### config.mk
export PLATFORM = sky130hd
export DESIGN_NAME = float7_to_int11_seq
export DESIGN_NICKNAME = d
export VERILOG_FILES = /design/src/rtl/float7_pkg.sv /design/src/rtl/float7_unpack.sv /design/src/rtl/float7_to_int11_seq.sv
export SDC_FILE = /design/constraint.sdc
export NUM_CORES = 1
export LEC_CHECK = 0
export CAP_MARGIN = 0
export CORE_MARGIN = 8
export CORE_UTILIZATION = 48
export CTS_CLUSTER_DIAMETER = 150
export CTS_CLUSTER_SIZE = 10
export DETAILED_ROUTE_END_ITERATION = 16
export PLACE_DENSITY = 0.84
export SLEW_MARGIN = 25
export SYNTH_ARGS = -nofsm -noshare
export SYNTH_HDL_FRONTEND = slang
export SYNTH_SLANG_ARGS = --single-unit
### constraint.sdc
create_clock -name clk -period 3.85 [get_ports clk]
set_clock_uncertainty 0.05 [all_clocks]
set_input_delay 1.155 -clock clk [delete_from_list [all_inputs] [get_ports clk]]
set_output_delay 1.155 -clock clk [all_outputs]
set_load 0.01 [all_outputs]
### src/rtl/float7_pkg.sv
// rtl/float7_pkg.sv - shared constants, types and reference decode for the float7 decoder
// FLOAT7_MIDPOINT_EN: reference decode sets the MSB of the truncated field when e >= 2.
package float7_pkg;

   localparam int INT_W = 11;
   localparam int EXP_W = 3;
   localparam int MAN_W = 4;

   typedef struct packed {
      logic [EXP_W-1:0] exp;
      logic [MAN_W-1:0] man;
   } float7_t;

   typedef enum logic [1:0] {
      IDLE  = 2'd0,
      SHIFT = 2'd1,
      DONE  = 2'd2
   } state_t;

   function automatic logic [INT_W-1:0] f7_ref_decode(input float7_t c);
      logic [INT_W-1:0] v;
      v = {{(INT_W-MAN_W){1'b0}}, c.man};
      if (c.exp != '0) begin
         v = {{(INT_W-MAN_W-1){1'b0}}, 1'b1, c.man} << (c.exp - 3'd1);
`ifdef FLOAT7_MIDPOINT_EN
         if (c.exp >= 3'd2) begin
            v = v | (INT_W'(1) << (c.exp - 3'd2));
         end
`endif
      end
      return v;
   endfunction

endpackage

### src/rtl/float7_unpack.sv
// rtl/float7_unpack.sv - splits a float7 code into initial accumulator, shift count and midpoint mask
// FLOAT7_MIDPOINT_EN: mask holds bit (e-2) for e >= 2; otherwise the mask is zero.
module float7_unpack
   import float7_pkg::*;
(
   input  float7_t            code_i,
   output logic [INT_W-1:0]   acc_o,
   output logic [EXP_W-1:0]   cnt_o,
   output logic [INT_W-1:0]   mid_o
);

   always_comb begin
      acc_o = {{(INT_W-MAN_W-1){1'b0}}, (code_i.exp != '0), code_i.man};
      cnt_o = '0;
      mid_o = '0;
      if (code_i.exp != '0) begin
         cnt_o = code_i.exp - EXP_W'(1);
      end
`ifdef FLOAT7_MIDPOINT_EN
      // Bit e-2 sits just below the last shifted mantissa bit, so OR-ing it in never collides.
      if (code_i.exp >= EXP_W'(2)) begin
         mid_o = INT_W'(1) << (code_i.exp - EXP_W'(2));
      end
`endif
   end

endmodule

### src/rtl/float7_to_int11_seq.sv
// rtl/float7_to_int11_seq.sv - iterative float7 to 11-bit integer decoder with valid/ready on both sides
module float7_to_int11_seq
   import float7_pkg::*;
(
   input  logic                   clk,
   input  logic                   rst,
   input  logic                   in_valid,
   output logic                   in_ready,
   input  logic [EXP_W+MAN_W-1:0] in_data,
   output logic                   out_valid,
   input  logic                   out_ready,
   output logic [INT_W-1:0]       out_data
);

   state_t             state_q, state_d;
   logic [INT_W-1:0]   acc_q, acc_d;
   logic [INT_W-1:0]   mid_q, mid_d;
   logic [EXP_W-1:0]   cnt_q, cnt_d;

   float7_t            code;
   logic [INT_W-1:0]   acc_init;
   logic [INT_W-1:0]   mid_init;
   logic [EXP_W-1:0]   cnt_init;
   logic               accept;

   assign code   = float7_t'(in_data);
   assign accept = in_valid & in_ready;

   float7_unpack u_unpack (
      .code_i (code),
      .acc_o  (acc_init),
      .cnt_o  (cnt_init),
      .mid_o  (mid_init)
   );

   always_ff @(posedge clk) begin
      if (rst) begin
         state_q <= IDLE;
         acc_q   <= '0;
         mid_q   <= '0;
         cnt_q   <= '0;
      end else begin
         state_q <= state_d;
         acc_q   <= acc_d;
         mid_q   <= mid_d;
         cnt_q   <= cnt_d;
      end
   end

   always_comb begin
      state_d = state_q;
      acc_d   = acc_q;
      mid_d   = mid_q;
      cnt_d   = cnt_q;
      case (state_q)
         IDLE, DONE: begin
            // DONE with out_ready and a waiting code reloads directly, giving back-to-back results.
            if (accept) begin
               acc_d   = acc_init;
               mid_d   = mid_init;
               cnt_d   = cnt_init;
               state_d = (cnt_init == '0) ? DONE : SHIFT;
            end else if ((state_q == DONE) && out_ready) begin
               state_d = IDLE;
            end
         end
         SHIFT: begin
            acc_d = acc_q << 1;
            cnt_d = cnt_q - EXP_W'(1);
            if (cnt_q == EXP_W'(1)) begin
               state_d = DONE;
            end
         end
         default: state_d = IDLE;
      endcase
   end

   always_comb begin
      in_ready  = (state_q == IDLE) || ((state_q == DONE) && out_ready);
      out_valid = (state_q == DONE);
      out_data  = acc_q | mid_q;
   end

endmodule

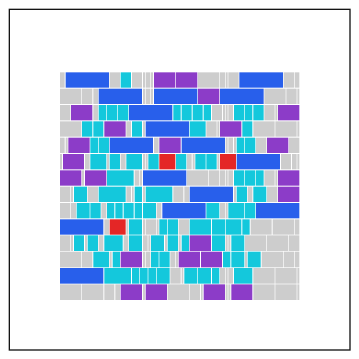
**Above:** cell classes on the final placement.
Drawn at 6 px/um. Fill, decap, tap and diode cells in grey.
other buffers and delay cells -> purple  # cells 23
flops -> blue  # cells 16
clock drivers -> red  # cells 3
combinational and other logic -> cyan  # cells 79
Rows: 14
finished layout cell area: 1040 sq um

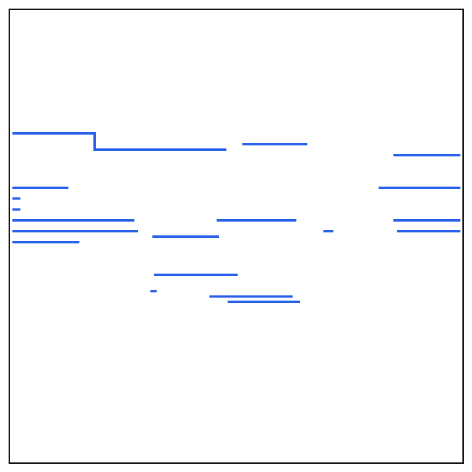
**Above:** M3 wires.
Drawn at 8 px/um.
nets with wire on the layer = 16
wire length on this layer = 164 um
main direction = horizontal
share of all routed wire = 8.8%
longest straight run = 16.3 um
Vias: 756
routed wire length: 1869 um
Global Route met3 Usage: 6.067%

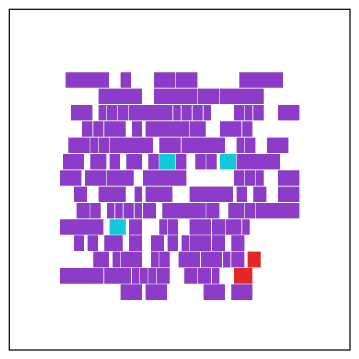
**Above:** cells by drive strength.
Drawn at 6 px/um.
_0 and _1 cells -> purple  # cells 116, most used clkdlybuf4s50_1
_2 cells -> red  # cells 2
_3 and _4 cells -> cyan  # cells 3, most used clkbuf_4
fin worst setup slack: 303.2 ps
Syn-to-layout area delta: 31.70%

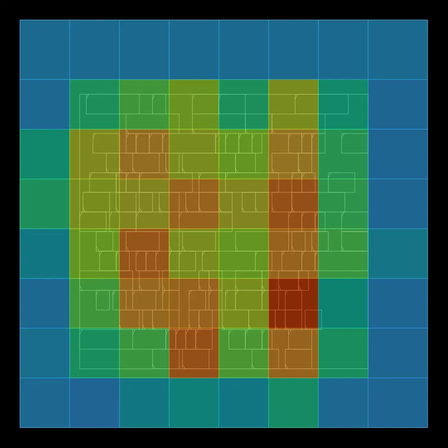
**Above:** routing congestion.
GR Util met2: 20.06%
GR Layer Usage met1: 13.58%
DR WL/cell: 13.64 um
fin util: 68.23%

==> job_summary.md <==
## Synthesis and layout report

| Metric | Value |
|---|---|
| Outcome | finished, final reports clean |
| Most instantiated library cell after synthesis | dfxtp_1 |
| Inst Count DP | 134 |
| Sequential fraction of the synthesis area | 40.57% |
| Number of inserted diodes | 0 |
| Met3 WL | 164 um |
| Overall die width | 56.56 um |
| Via/cell ratio | 5.518 |
| Setup Buffers After CTS | 0 |
| Number of cells on the worst reg-to-reg path | 4 |
| WS Path Type | primary input to primary output |
| Max-area cell share | 40.57% |
| FILL cells | 123 |
| Crit path max fanout | 3 |
| Initial DRC Count | 25 |
| Flop-to-flop setup slack | 2380 ps |
| Hold Startpoint | acc_q[6]$_SDFFE_PP0P_ |
| FF-to-FF End | cnt_q[2]$_SDFFE_PP0P_ |
| Gp weighted congestion | 0.7303 |
| CP bufs+invs | 2 |
| EDFF count, synth | 0 |
| ANT nets after route | 0 |
| Yosys xor share | 0% |
| Cell area leaders | dfxtp_1 41%, nand3_1 9.5%, a21oi_1 8.2% |
| Critical Path Stages | 4 |
| CP max stage delay | 540 ps |
| Core ar. | 1524 sq um |
| Comb area share | 41.16% |
| CTS tree | done |
| M1 WL | 768 um |
| Startpoint Class | primary input |
| Worst Setup EP | in_ready |
| Synthesized cell area | 789.5 sq um |
| Clk root buf | clkbuf_4 |
| Hold_ws | 419.2 ps |
| FP Util | 51.81% |
| Uppermost layer routed | met4 |
| Inverters | 5 |
| Adder-cell share of the synthesized area | 6.339% |
| Non-filler instance count after layout | 137 |
| Cycle use final | 92.12% |
| Slowest cell on the critical path | clkdlybuf4s50_1 |
| Final #Nets | 138 |
| Achievable Freq | 281.9 MHz |
| First-pass GRT wire length | 3236 um |
| Synth warn | 0 |
| VDD IR-drop max | 0.2539 mV |
| Port buffer count | 23 |
| Measured slew at the worst slew-check pin | 562.4 ps |
| Maxcap violations | 0 |
| Worst Setup SP | out_ready |
| Met2 Wirelength | 929 um |
| Drt first pass iters | 4 |
| DRC Markers | 0 |
| MI comb area | 427.9 sq um |
| Critical Path, Cell by Cell | clkdlybuf4s50_1 -> nor2b_1 -> nor2_1 -> clkdlybuf4s50_1 |
| Overall routing resource usage | 12.21% |
| Yosys stat area | 789.5 sq um |
| GR peak layer | met2 |
| Mux share | 0% |
| Seq Cell Count | 16 |
| Top class by area | combinational gates |
| Buffers, non-clock | 23 |
| Logic Gate Count | 74 |
| Setup crit end kind | primary output |
| Hold Fails Final Rpt | 0 |
| Post_cts resized | 0 |
| Slew HR | 62.39% |
| Post-DP Area | 1017 sq um |
| I/O pins | 24 |
| Dominant synthesized flop cell | dfxtp_1 |
| Yosys simple share | 30.43% |
| HP Class | register to register |
| Synth Area per Inst | 7.895 sq um |
| Via count of the first global-routing pass | 728 |
| Number of flip-flops in the largest register | 11 |
| CTS Hold Bufs | 0 |
| Asr flop ratio synth | 0% |
| Endpoints failing setup | 0 |
| Worst reg2reg startpoint | state_q[0]$_SDFFE_PP0P_ |
| Setup_tns | 0 ps |
| Pwr dens | 344.1 nW/um^2 |
| DP Wirelength | 1381 um |
| Gr ovfl total | 0 |
| Distinct lib cells | 25 |
| Share of cells above drive strength 1 | 4.132% |
| Insertion Delay late pin | 280 ps |
| Most flop-heavy register | acc_q |
| H-Tree Level Count | 1 |
| Syn_nets | 115 |
| Post-synth regs | 16 |
| DIE AREA | 3198 sq um |
| TAP cells | 16 |
| Log Warnings | 29 |
| Regs by FF count | acc_q: 11 flops, cnt_q: 3 flops, state_q: 2 flops |
| CTS Buf Count | 3 |
| Most Frequent Cell on Critical Path | clkdlybuf4s50_1 |
| Post-synth top cells | 16 x dfxtp_1, 15 x nand3_1, 13 x a21oi_1, 12 x nand2_1, 6 x nand2b_1 |
| Clock buffer count | 3 |
| P_leak | 0.3866 nW |
| Post-synth top area cell | dfxtp_1 |
| Yosys stat cell total | 100 |
| Compound-Gate Fraction of Synth Area | 17.43% |
| RSZ-0062 raised after global routing | no |
| WP data required | 2640 ps |
| Max Root-Sink Buffers | 2 |
| Top delay family on crit path | buffers and inverters |
| Hold EP | acc_q[7]$_SDFFE_PP0P_ |
| Clock Network Area Fraction | 2.166% |
| Worst Hold Path Cells | 2 |
| Flop area | 320.3 sq um |
| Fin. max-slew vios | 0 |
| Main logic family | simple AND/OR/NAND/NOR gates |
| Clk sink count | 16 |
| Buffer share of cell area | 22.14% |
| Initial antenna violation count | 0 |
| Design Power | 0.3577 mW |
| Clock slew at reported path FFs | 80 ps |
| Critical Path AT | 2340 ps |
| Die H | 56.56 um |
| DP Worst Slack | 290.7 ps |
| Pin count of the biggest net entering global routing | 18 |
| Seq/total area | 30.81% |
| Crit path time final | 3547 ps |
| Cells after synthesis | 100 |
-- layout by cell type, fill, tap and decap left out --
master           instances
and2_1                   1
nand2_2                  1
o21ai_0                  1
a31oi_1                  2
or3_1                    1
nor2_1                   4
a2bb2oi_1                1
and2b_1                  1
inv_1                    5
nand2b_1                 6
dfxtp_1                 16
a22oi_1                  3
a21o_1                   1
nand4_1                  1
o311a_1                  1
nor2b_1                  3
nand3_1                 15
a21oi_1                 13
o22ai_1                  1
ha_1                     4
clkdlybuf4s50_1         23
or4_1                    1
clkbuf_4                 3
nor2b_2                  1
nand2_1                 12
-- report_power, final --
part | internal, mW | switching (mW) | total [mW] | leakage (nW)
logic | 0.0419 | 0.0456 | 0.0874 | 0.242
registers | 0.177 | 0.00883 | 0.185 | 0.131
clock network | 0.0363 | 0.0485 | 0.0848 | 0.0138
Power and IR drop assume default switching activity.
